==> config.mk <==
export PLATFORM = sky130hd
export DESIGN_NAME = sample_capture_ctrl_flat
export DESIGN_NICKNAME = d
export VERILOG_FILES = /design/src/rtl/sample_capture_ctrl_pkg.sv /design/src/rtl/sample_capture_ctrl_if.sv /design/src/rtl/sample_capture_ctrl_window_vote.sv /design/src/rtl/sample_capture_ctrl.sv /design/src/flat_wrapper.sv
export SDC_FILE = /design/constraint.sdc
export NUM_CORES = 1
export LEC_CHECK = 0
export CAP_MARGIN = 20
export CORE_MARGIN = 3
export CORE_UTILIZATION = 46
export CTS_CLUSTER_SIZE = 8
export DETAILED_ROUTE_END_ITERATION = 10
export PLACE_DENSITY_LB_ADDON = 0.25
export SLEW_MARGIN = 30
export SYNTH_ARGS = -nofsm -noshare
export SYNTH_HDL_FRONTEND = slang
export SYNTH_SLANG_ARGS = --single-unit
==> constraint.sdc <==
create_clock -name clk -period 3.04 [get_ports clk]
set_clock_uncertainty 0.1 [all_clocks]
set_input_delay 0.608 -clock clk [delete_from_list [all_inputs] [get_ports clk]]
set_output_delay 0.608 -clock clk [all_outputs]
set_load 0.01 [all_outputs]
==> src/rtl/sample_capture_ctrl_pkg.sv <==
// Shared types and constants for the RX sample-capture front end.
package sample_capture_pkg;

  typedef enum logic [2:0] {
    IDLE,
    START,
    CAPTURE,
    PARITY,
    STOP,
    DONE
  } state_e;

  // The downstream decoder is built for exactly ten oversamples per bit.
  localparam int SAMPLES_PER_BIT = 10;
  localparam int VOTE_THRESHOLD  = 5;
  localparam int CODE_W          = 8;
  localparam int SAMPLE_W        = SAMPLES_PER_BIT * CODE_W;

  // Majority decision for one bit window; a 5/5 tie resolves to 1.
  function automatic logic vote_is_one(input logic [3:0] ones_cnt);
    return ones_cnt >= 4'(VOTE_THRESHOLD);
  endfunction

endpackage

==> src/rtl/sample_capture_ctrl_if.sv <==
// Bundle between the capture sequencer (master) and the line/decoder side
// (slave). parity_err exists only when SAMPLE_CAPTURE_CTRL_PARITY_EN is defined.
interface sample_capture_ctrl_if;
  import sample_capture_pkg::*;

  logic                enable;
  logic                rx_in;
  logic                sample_flag;
  logic [SAMPLE_W-1:0] sample;
  logic [CODE_W-1:0]   code_in;
  logic [CODE_W-1:0]   code_out;
  logic                code_valid;
  logic                frame_err;
  logic                busy;
`ifdef SAMPLE_CAPTURE_CTRL_PARITY_EN
  logic                parity_err;

  modport master (
    input  enable, rx_in, code_in,
    output sample_flag, sample, code_out, code_valid, frame_err, busy, parity_err
  );

  modport slave (
    output enable, rx_in, code_in,
    input  sample_flag, sample, code_out, code_valid, frame_err, busy, parity_err
  );
`else
  modport master (
    input  enable, rx_in, code_in,
    output sample_flag, sample, code_out, code_valid, frame_err, busy
  );

  modport slave (
    output enable, rx_in, code_in,
    input  sample_flag, sample, code_out, code_valid, frame_err, busy
  );
`endif

endinterface

==> src/rtl/sample_capture_ctrl_window_vote.sv <==
// Ones-counter over a ten-strobe bit window. count_o already includes the
// bit presented with the current strobe, so it is final when done_o is high
// and holds that value until the next clear.
module window_vote (
  input  logic       clk,
  input  logic       rst,
  input  logic       clr_i,
  input  logic       stb_i,
  input  logic       bit_i,
  output logic [3:0] count_o,
  output logic       done_o
);
  import sample_capture_pkg::*;

  logic [3:0] cnt_q;
  logic [3:0] n_q;

  // Accumulate ones and count strobes within the current window.
  always_ff @(posedge clk) begin
    if (rst || clr_i) begin
      cnt_q <= '0;
      n_q   <= '0;
    end else if (stb_i) begin
      cnt_q <= cnt_q + {3'b000, bit_i};
      n_q   <= (n_q == 4'(SAMPLES_PER_BIT - 1)) ? 4'd0 : n_q + 4'd1;
    end
  end

  assign count_o = cnt_q + {3'b000, stb_i & bit_i};
  assign done_o  = stb_i && (n_q == 4'(SAMPLES_PER_BIT - 1));

endmodule

==> src/rtl/sample_capture_ctrl.sv <==
// Start-bit detection, oversampled capture and framing for the RX decoder.
// Optional parity bit window enabled by SAMPLE_CAPTURE_CTRL_PARITY_EN.
module sample_capture_ctrl #(
  parameter int CLKS_PER_SAMPLE = 16,
  parameter int SAMPLES_PER_BIT = 10,
  parameter int BITS_PER_CODE   = 8
) (
  input  logic                 clk,
  input  logic                 rst,
  sample_capture_ctrl_if.master bus
);
  import sample_capture_pkg::*;

  localparam int CAP_W = SAMPLES_PER_BIT * BITS_PER_CODE;
  localparam int IDX_W = $clog2(CAP_W);
  localparam int DIV_W = $clog2(CLKS_PER_SAMPLE);
  localparam logic [DIV_W-1:0] DIV_LAST = DIV_W'(CLKS_PER_SAMPLE - 1);
  localparam logic [IDX_W-1:0] IDX_LAST = IDX_W'(CAP_W - 1);

  state_e                   state_q, state_d;
  logic [DIV_W-1:0]         div_q;
  logic                     strobe;
  logic [IDX_W-1:0]         cap_idx_q, cap_idx_d;
  logic [CAP_W-1:0]         sample_q, sample_d;
  logic                     flag_q, flag_d;
  logic [BITS_PER_CODE-1:0] code_out_q, code_out_d;
  logic                     valid_q, valid_d;
  logic                     err_q, err_d;
  logic                     stop_ok;
`ifdef SAMPLE_CAPTURE_CTRL_PARITY_EN
  logic                     parity_bit_q, parity_bit_d;
  logic                     perr_q, perr_d;
  logic                     par_ok;
`endif

  logic                     vote_clr;
  logic                     vote_stb;
  logic [3:0]               vote_cnt;
  logic                     vote_done;

  // Oversample divider: held at zero in IDLE so the first strobe lands
  // CLKS_PER_SAMPLE cycles after the start edge is seen.
  always_ff @(posedge clk) begin
    if (rst || state_q == IDLE) begin
      div_q <= '0;
    end else if (div_q == DIV_LAST) begin
      div_q <= '0;
    end else begin
      div_q <= div_q + 1'b1;
    end
  end

  assign strobe   = (state_q != IDLE) && (div_q == DIV_LAST);
  assign vote_stb = strobe &&
                    (state_q == START || state_q == PARITY || state_q == STOP);

  window_vote u_vote (
    .clk     (clk),
    .rst     (rst),
    .clr_i   (vote_clr),
    .stb_i   (vote_stb),
    .bit_i   (bus.rx_in),
    .count_o (vote_cnt),
    .done_o  (vote_done)
  );

  // Next-state, capture writes and end-of-frame result pulses.
  always_comb begin
    state_d    = state_q;
    cap_idx_d  = cap_idx_q;
    sample_d   = sample_q;
    flag_d     = flag_q;
    code_out_d = code_out_q;
    valid_d    = 1'b0;
    err_d      = 1'b0;
    vote_clr   = 1'b0;
    stop_ok    = vote_is_one(vote_cnt);
`ifdef SAMPLE_CAPTURE_CTRL_PARITY_EN
    parity_bit_d = parity_bit_q;
    perr_d       = 1'b0;
    par_ok       = ((^bus.code_in) == parity_bit_q);
`endif

    case (state_q)
      IDLE: begin
        if (bus.enable && !bus.rx_in) begin
          state_d  = START;
          vote_clr = 1'b1;
        end
      end
      START: begin
        if (vote_done) begin
          if (vote_is_one(vote_cnt)) begin
            state_d = IDLE;
          end else begin
            state_d   = CAPTURE;
            flag_d    = 1'b1;
            cap_idx_d = '0;
          end
        end
      end
      CAPTURE: begin
        if (strobe) begin
          sample_d[cap_idx_q] = bus.rx_in;
          if (cap_idx_q == IDX_LAST) begin
            // Flag falls in the same update as the last write, so the bus
            // is already final on the cycle the decoder sees the fall.
            flag_d   = 1'b0;
            vote_clr = 1'b1;
`ifdef SAMPLE_CAPTURE_CTRL_PARITY_EN
            state_d  = PARITY;
`else
            state_d  = STOP;
`endif
          end else begin
            cap_idx_d = cap_idx_q + 1'b1;
          end
        end
      end
      PARITY: begin
`ifdef SAMPLE_CAPTURE_CTRL_PARITY_EN
        if (vote_done) begin
          parity_bit_d = vote_is_one(vote_cnt);
          state_d      = STOP;
          vote_clr     = 1'b1;
        end
`else
        state_d = IDLE;
`endif
      end
      STOP: begin
        if (vote_done) begin
          state_d    = DONE;
          code_out_d = bus.code_in;
          err_d      = !stop_ok;
`ifdef SAMPLE_CAPTURE_CTRL_PARITY_EN
          valid_d    = stop_ok && par_ok;
          perr_d     = !par_ok;
`else
          valid_d    = stop_ok;
`endif
        end
      end
      DONE: begin
        state_d = IDLE;
      end
      default: begin
        state_d = IDLE;
      end
    endcase
  end

  // State and output registers.
  always_ff @(posedge clk) begin
    if (rst) begin
      state_q    <= IDLE;
      cap_idx_q  <= '0;
      sample_q   <= '0;
      flag_q     <= 1'b0;
      code_out_q <= '0;
      valid_q    <= 1'b0;
      err_q      <= 1'b0;
`ifdef SAMPLE_CAPTURE_CTRL_PARITY_EN
      parity_bit_q <= 1'b0;
      perr_q       <= 1'b0;
`endif
    end else begin
      state_q    <= state_d;
      cap_idx_q  <= cap_idx_d;
      sample_q   <= sample_d;
      flag_q     <= flag_d;
      code_out_q <= code_out_d;
      valid_q    <= valid_d;
      err_q      <= err_d;
`ifdef SAMPLE_CAPTURE_CTRL_PARITY_EN
      parity_bit_q <= parity_bit_d;
      perr_q       <= perr_d;
`endif
    end
  end

  assign bus.sample_flag = flag_q;
  assign bus.sample      = sample_q;
  assign bus.code_out    = code_out_q;
  assign bus.code_valid  = valid_q;
  assign bus.frame_err   = err_q;
  assign bus.busy        = (state_q != IDLE);
`ifdef SAMPLE_CAPTURE_CTRL_PARITY_EN
  assign bus.parity_err  = perr_q;
`endif

endmodule
==> src/flat_wrapper.sv <==
// flat-port wrapper written by rule: the top's interface ports become plain ports
module sample_capture_ctrl_flat import sample_capture_pkg::*;
#(
  parameter int CLKS_PER_SAMPLE = 16,
  parameter int SAMPLES_PER_BIT = 10,
  parameter int BITS_PER_CODE   = 8
)
  (clk, rst, bus_enable, bus_rx_in, bus_code_in, bus_sample_flag, bus_sample, bus_code_out, bus_code_valid, bus_frame_err, bus_busy);
  sample_capture_ctrl_if bus_i ();
  input  logic clk;
  input  logic rst;
  input wire logic [$bits(bus_i.enable)-1:0] bus_enable;
  input wire logic [$bits(bus_i.rx_in)-1:0] bus_rx_in;
  input wire logic [$bits(bus_i.code_in)-1:0] bus_code_in;
  output wire logic [$bits(bus_i.sample_flag)-1:0] bus_sample_flag;
  output wire logic [$bits(bus_i.sample)-1:0] bus_sample;
  output wire logic [$bits(bus_i.code_out)-1:0] bus_code_out;
  output wire logic [$bits(bus_i.code_valid)-1:0] bus_code_valid;
  output wire logic [$bits(bus_i.frame_err)-1:0] bus_frame_err;
  output wire logic [$bits(bus_i.busy)-1:0] bus_busy;
  assign bus_i.enable = bus_enable;
  assign bus_i.rx_in = bus_rx_in;
  assign bus_i.code_in = bus_code_in;
  assign bus_sample_flag = bus_i.sample_flag;
  assign bus_sample = bus_i.sample;
  assign bus_code_out = bus_i.code_out;
  assign bus_code_valid = bus_i.code_valid;
  assign bus_frame_err = bus_i.frame_err;
  assign bus_busy = bus_i.busy;
  sample_capture_ctrl #(.CLKS_PER_SAMPLE(CLKS_PER_SAMPLE), .SAMPLES_PER_BIT(SAMPLES_PER_BIT), .BITS_PER_CODE(BITS_PER_CODE)) u_core (.clk(clk), .rst(rst), .bus(bus_i));
endmodule
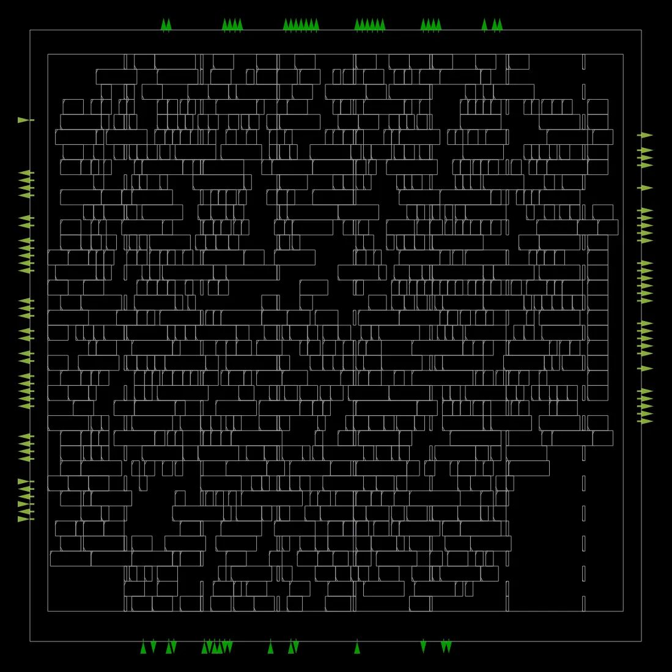
Figure 1: run 1, placed standard cells.
non-filler cells, final: 897
seq_cells: 113
n_taps: 136
Seq/total area: 33.8%

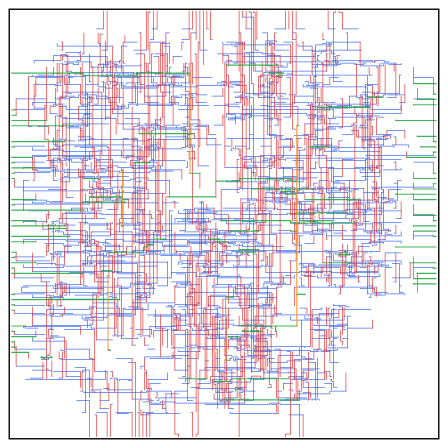
Figure 2: run 1, wiring by layer.
colour	layer	wire length
blue	M1	5990 um
green	M3	728 um
orange	M4	127 um
red	M2	6030 um
GRT Total Usage: 20.9%
average wire per standard cell: 14.3 um

==> flow_summary.ini, run 1 <==
; implementation run metrics
[finish]
comb_area_um2 = 2530
num-fill-cells = 908
signal_buffers = 116
nClkBuffers = 20
drive_above_1_share_pct = 7.49

[pwr]
p_sw_uw = 724
clkPwrFrac_pct = 55.6
p_seq_mw = 1.49
maxPowerGroup = the clock network
p_int_mw = 2.78
power_mw = 3.51

[worst_setup_path]
path_common_cell = ha_1
r2r_slack_ns = 0.17
crit_fanout = 7
critPathArrivalTime_ns = 3.17
cp.required_ns = 3.34

[timing]
hold_slack_ns = 0.322
period_needed_ns = 2.87
tightest_slew_ns = 0.845
rsz0062_at_grt = no
period_used_pct = 94.5

[synth]
synth-async-reset-ratio_pct = 0
ys_sh_adder_pct = 1.50
muxShareOfSynthArea_pct = 2.19
netlist_logic_family_top = simple AND/OR/NAND/NOR gates
syn_area_um2 = 5020

[clock_network]
htreeDepth = 4
cts.sinks = 113
root_buffer = clkbuf_8
cts_hold_buf = 0

[job]
openroad.warnings = 26

[routing]
wl_met3_um = 728
drcViolationCount = 0
vias_per_cell = 5.42
vias = 4865

[min_path]
holdPathStages = 2
min-delay-start = rst

[global_routing]
globalRouteMet1Util_pct = 26.8
grt_pass1_wl_um = 21800

[placement]
port_buffers = 103

[floorplan]
fp_util_pct = 48.0

[outcome]
outcome = complete, no violations
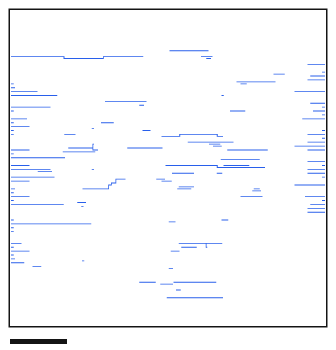
Figure 3: run 1, met3 routing.
The bar under the picture is 20 um long.
wire length on this layer	728 um
main direction	horizontal
longest straight run	27.8 um
M3 GR Usage: 4.82%
wirelength, routed: 12900 um

## run 1: placed cells by master (no fill, tap or decap), drive strengths merged, types with 3 or more instances in the layout
master         instances
or4                    3
nand2                141
a211oi                 5
o21ai                 45
buf                   15
dfxtp                113
or3                    5
clkinv                 5
clkdlybuf4s50        101
a21oi                 88
xor2                   3
ha                     6
clkinvlp               3
nand2b                 9
and3                   4
nor3                  11
nor4                   4
nand3                 55
nand4                  4
bufinv                 3
xnor2                  3
mux2i                 11
clkbuf                20
nor2b                  6
nor2                  67
inv                    6
a31oi                  3
## run 1: cell usage after synthesis (2+ instances only)
cell type | number | area [um2]
a211o_1 | 2 | 17.5
a211oi_1 | 5 | 37.5
a21oi_1 | 87 | 435
a31oi_1 | 3 | 18.8
and3_1 | 4 | 25.0
and4b_1 | 2 | 20.0
buf_2 | 5 | 25.0
buf_4 | 4 | 30.0
buf_6 | 5 | 56.3
clkbuf_1 | 33 | 124
dfxtp_1 | 113 | 2260
ha_1 | 6 | 75.1
inv_1 | 6 | 22.5
mux2i_1 | 11 | 110
nand2_1 | 141 | 529
nand2b_1 | 9 | 56.3
nand3_1 | 55 | 275
nand4_1 | 4 | 25.0
nor2_1 | 67 | 251
nor2b_1 | 6 | 37.5
nor3_1 | 11 | 55.1
nor4_1 | 4 | 25.0
o21ai_0 | 45 | 225
or3_1 | 5 | 31.3
or3b_1 | 2 | 17.5
or4_4 | 2 | 22.5
xnor2_1 | 3 | 26.3
xor2_1 | 3 | 26.3
## run 1: sequential cells by signal, summed over array words and instances, names as in the netlist
register and count:
u_core.bus.sample 80, u_core.state_q 3, u_core.div_q 4, u_core.bus.frame_err 1, u_core.bus.code_out 8, u_core.u_vote.n_q 4, u_core.u_vote.cnt_q 4, u_core.bus.code_valid 1
u_core.cap_idx_q 7, u_core.bus.sample_flag 1
==> run 1 -> run 2 <==
--- a/config.mk
+++ b/config.mk
@@ -11,7 +11,6 @@
 export CTS_CLUSTER_SIZE = 8
 export DETAILED_ROUTE_END_ITERATION = 10
 export PLACE_DENSITY_LB_ADDON = 0.25
-export SLEW_MARGIN = 30
 export SYNTH_ARGS = -nofsm -noshare
 export SYNTH_HDL_FRONTEND = slang
 export SYNTH_SLANG_ARGS = --single-unit
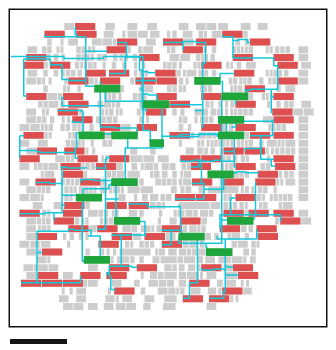
Figure 4: run 2, clock distribution.
The bar under the picture is 20 um long.
[red] flip-flops | count: 113
[green] clock-net drivers | count: 17
[cyan] clock wires | length: 1410 um
flops lie	widely spread
routed clock nets	18
clock power share: 55.6%
Worst-Skew Late Latency: 0.50 ns
clk pwr: 1.95 mW

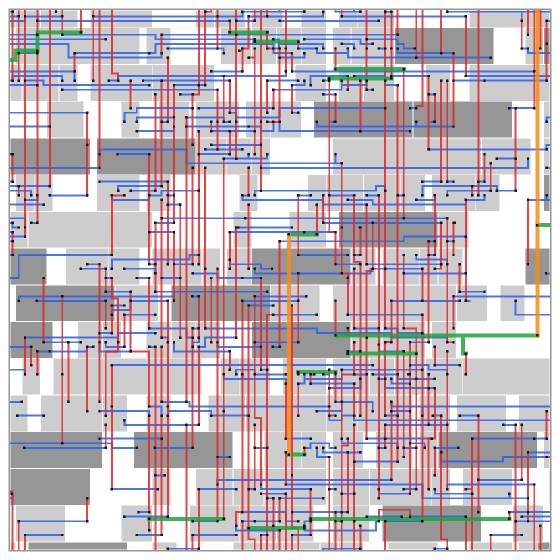
Figure 5: run 2, zoomed window.
Window x 35 to 75, y 13 to 53 um. Cells in grey, sequential cells in the stronger grey; small squares are vias.
colour	layer
green	M3
blue	M1
red	M2
orange	M4
cells with their middle in the window	124
most frequent	dfxtp_1 (15), nand3_1 (13)
sequential cells in the window	15
netlist names of flops here include	`u_core.cap_idx_q` (5), `u_core.state_q` (3), `u_core.div_q` (2)

==> run 2 against run 1 <==
- sequential power about the same
- sequential share of layout area unchanged
- die area unchanged
- worst hold slack unchanged
- non-clock buffer count unchanged
- synthesized cell count unchanged
- register-to-register slack about the same
- cell count unchanged
- first-iteration DRC count unchanged
==> flow_summary.ini, run 2 <==
; implementation run metrics
[global_routing]
grt_use_total_pct = 20.9
use_met3_pct = 4.82

[timing]
hold_slack_ns = 0.322
tightest_slew_ns = 0.845
period_used_pct = 94.5

[synth]
yosysMostFrequentCell = nand2_1
ys_top_cells_by_area = dfxtp_1 45%, nand2_1 11%, a21oi_1 8.7%
top_area_share_pct = 45.1
syn_area_um2 = 5020
yosys-top-cells-count = 141 x nand2_1, 113 x dfxtp_1, 87 x a21oi_1, 67 x nor2_1, 55 x nand3_1

[finish]
drive_above_1_share_pct = 7.49
largest_reg_flops = 80
final_cells = 897

[min_path]
min-delay-start = rst

[worst_setup_path]
cp.required_ns = 3.34
critPathArrivalTime_ns = 3.17
r2r_slack_ns = 0.17
crit_fanout = 7
path_common_cell = ha_1

[outcome]
outcome = complete, no violations

[pwr]
power_mw = 3.51
p_sw_uw = 724
maxPowerGroup = the clock network
p_int_mw = 2.78

[clock_network]
cts.sinks = 113

[routing]
wirelength_um = 12900
drcViolationCount = 0

[placement]
port_buffers = 103

[job]
openroad.warnings = 26
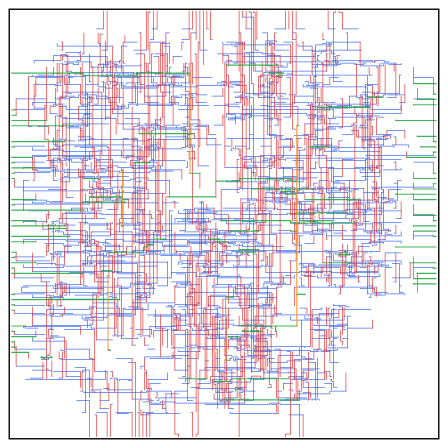
Figure 6: run 2, wiring by layer.
colour	layer	wire length
blue	M1	5990 um
green	M3	728 um
red	M2	6030 um
orange	M4	127 um
via count: 4865

## run 2: cell counts after synthesis
Identical to the previous run, type by type.
## run 2: final cells by class
cell class | count | area, um2
clock buffers | 20 | 445
clock inverters | 11 | 138
fillers | 908 | 3770
inverters | 6 | 22.5
multi-input cells | 495 | 2530
flip-flops and latches | 113 | 2260
well taps | 136 | 170
repair buffers | 116 | 1120
## run 2: cells by family (layout without fill, tap and decap cells)
kind of cell | count (synthesis) | count (layout) | synth area share (%)
AOI/OAI and AO/OA | 151 | 151 | 16.2
xor gates and xnor gates | 6 | 6 | 1.05
adders and majority gates | 6 | 6 | 1.50
muxes | 11 | 11 | 2.19
and+or+nand+nor | 321 | 321 | 28.8
DFF | 113 | 113 | 45.1
buffers and inverters | 54 | 153 | 5.21
## run 2: through the flow
stage               instance area, um2  utilization [%]
finish                            6690             64.0
global route                      6690             64.0
CTS                               6690             63.9
detailed placement                6100             58.3
global placement                  6100             58.3
floorplan                         5030                -
## run 2: worst register-to-register path, stage by stage (launching register included)
cell      delay [ns]
dfxtp_1         0.36
or3b_4          0.45
a21oi_4         0.15
and2_1          0.14
ha_1            0.19
ha_1            0.25
o21ba_2         0.22
a211oi_2        0.26
nand3_1         0.13
or2_1           0.27
a41o_1          0.24
## run 2: worst min-delay path by stage
stage / endpoint / depth (start not counted)
5_1_grt: u_core.bus.code_out[2] / 2
4_1_cts: u_core.bus.sample[3] / 2
2_1_floorplan: u_core.div_q[0] / 1
6_report: u_core.bus.sample[2] / 2
3_5_place_dp: u_core.div_q[0] / 1
3_3_place_gp: u_core.div_q[0] / 1
## run 2: metal layers
| layer | up-vias | share of wire (%) |
|---|---|---|
| li1 | 2433 | - |
| met1 | 2258 | 47 |
| met2 | 161 | 47 |
| met3 | 13 | 5.7 |
| met4 | 0 | 0.99 |
| met5 | - | 0 |
==> run 2 -> run 3 <==
--- a/config.mk
+++ b/config.mk
@@ -6,8 +6,9 @@
 export NUM_CORES = 1
 export LEC_CHECK = 0
 export CAP_MARGIN = 20
+export CORE_ASPECT_RATIO = 0.75
 export CORE_MARGIN = 3
-export CORE_UTILIZATION = 46
+export CORE_UTILIZATION = 39
 export CTS_CLUSTER_SIZE = 8
 export DETAILED_ROUTE_END_ITERATION = 10
 export PLACE_DENSITY_LB_ADDON = 0.25
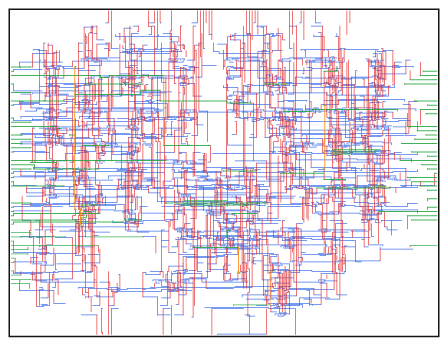
Figure 7: run 3, wiring by layer.
colour	layer	wire length
orange	M4	118 um
green	M3	991 um
blue	M1	6410 um
red	M2	6160 um
wirelength, routed: 13700 um
average wire per standard cell: 14.8 um
via count: 4868

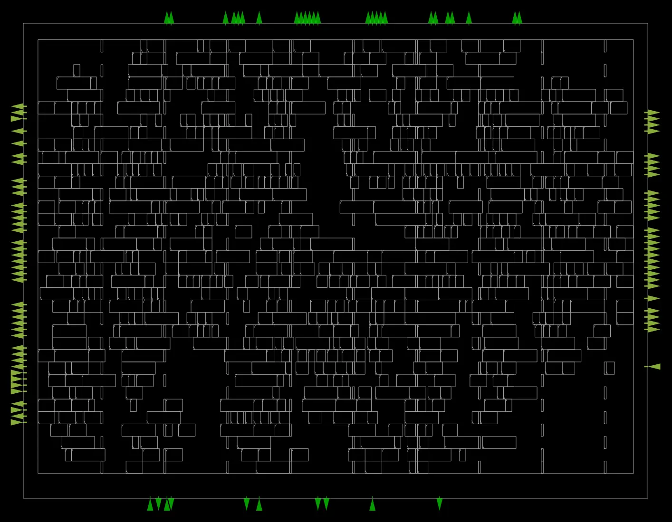
Figure 8: run 3, placed standard cells.
non-filler cells, final: 925
site row count: 35
Fillers: 1150
core area: 12400 um2
Seq/total area: 33.7%

==> run 3 against run 2 <==
- cell count rose by 3.1%
- synthesized cell count is the same
- area after synthesis is the same
- largest power group unchanged
- count of clock-buffer cells in the layout grew 4
- register-to-register slack hardly changed
- power down 0.78%
==> flow_summary.ini, run 3 <==
; implementation run metrics
[timing]
relSlewSlack_pct = 40.4
period_needed_ns = 2.89
tightest_slew_ns = 0.888
hold_slack_ns = 0.349
rsz0062_at_grt = no
period_used_pct = 94.9

[synth]
ys_cells = 662
ys_warn_count = 0
top_area_share_pct = 45.1
ys_top_cells_by_area = dfxtp_1 45%, nand2_1 11%, a21oi_1 8.7%
synth_seq_share_pct = 45.1
fp_nets = 680
syn_area_um2 = 5020
synth_cell_types = 47
yosysMostFrequentCell = nand2_1
synth-async-reset-ratio_pct = 0
post-synth-top-area-cell = dfxtp_1

[placement]
postPlaceCellArea_um2 = 6130
port_buffers = 103

[finish]
lay_top_count = nand2_1
final_area_um2 = 6710
finalNetCount = 766
final_util_pct = 53.9
lay_top_cells = 141 x nand2_1, 113 x dfxtp_1, 101 x clkdlybuf4s50_1

[min_path]
min-delay-start = u_core.div_q[0]
min_to = u_core.div_q[0]

[worst_setup_path]
rr_startpoint = u_core.state_q[0]
crit_fanout = 7
cp.required_ns = 3.23

[global_routing]
grt_pass1_wl_um = 22200
grt_use_total_pct = 19.1

[job]
openroad.warnings = 26

[pwr]
power_mw = 3.48
clkPwrFrac_pct = 55.2
irDropWorstVdd_uv = 332
p_int_mw = 2.78

[clock_network]
root_buffer = clkbuf_16
cts_tree = built
cts.sinks = 113
clock.latency.late_pin_ns = 0.40

[routing]
drcViolationCount = 0
vias_per_cell = 5.26

[floorplan]
fp_util_pct = 40.4

[outcome]
outcome = complete, no violations
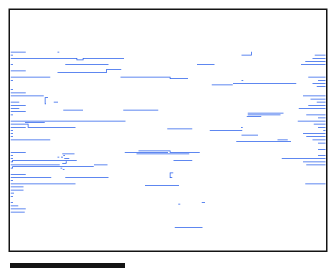
Figure 9: run 3, met3 routing.
The bar under the picture is 50 um long.
M3 GR Usage: 5.75%

## run 3: worst max-delay path, cell delays in order, from the launching register on
cell      delay [ns]
dfxtp_1         0.36
or3b_4          0.45
a21oi_4         0.17
and2_1          0.14
ha_1            0.18
ha_1            0.25
o21ba_2         0.22
a211oi_2        0.26
nand3_1         0.14
or2_1           0.27
a41o_1          0.23
## run 3: logic make-up (layout without fill, tap and decap cells)
group	after synthesis	in the layout	share of synthesized area (%)
adder cells (fa/ha/maj)	6	6	1.50
multiplexers	11	11	2.19
XOR/XNOR	6	6	1.05
AND/OR/NAND/NOR	321	321	28.8
AND-OR/OR-AND	151	151	16.2
buffers and inverters	54	151	5.21
flip-flops	113	113	45.1
## run 3: power by group through the flow
| stage | Sequential (mW) | Combinational [mW] | Clock [mW] |
|---|---|---|---|
| 6_report | 1.49 | 0.0731 | 1.92 |
| 3_5_place_dp | 1.52 | 0.0725 | 0 |
| 3_3_place_gp | 1.52 | 0.0713 | 0 |
| 4_1_cts | 1.49 | 0.0728 | 1.95 |
| 5_1_grt | 1.49 | 0.0801 | 2.02 |
| 2_1_floorplan | 1.52 | 0.0467 | 0 |
## run 3: what timing repair did
action / CTS / global route
setup endpoints to repair: 0 / 1
gates resized: 0 / 1
hold buffers: 0 / 0
## run 3: final cells by class
class | count | area [um2] | area share, %
well taps | 166 | 208 | 3.10
clock buffers | 24 | 492 | 7.33
clock inverters | 6 | 80.1 | 1.19
inverters | 6 | 22.5 | 0.336
flip-flops and latches | 113 | 2260 | 33.7
multi-input cells | 495 | 2530 | 37.7
repair buffers | 115 | 1110 | 16.6
## run 3: layer usage
layer  vias up  routed length, um  GRT usage (%)
met3        16                991           5.75
met1      2279               6410           26.2
met4         0                118           5.34
met5         -                  0              0
li1       2429                  -              -
met2       144               6160           29.2
Power figures rest on the tool's default switching activity, not on a simulated workload.
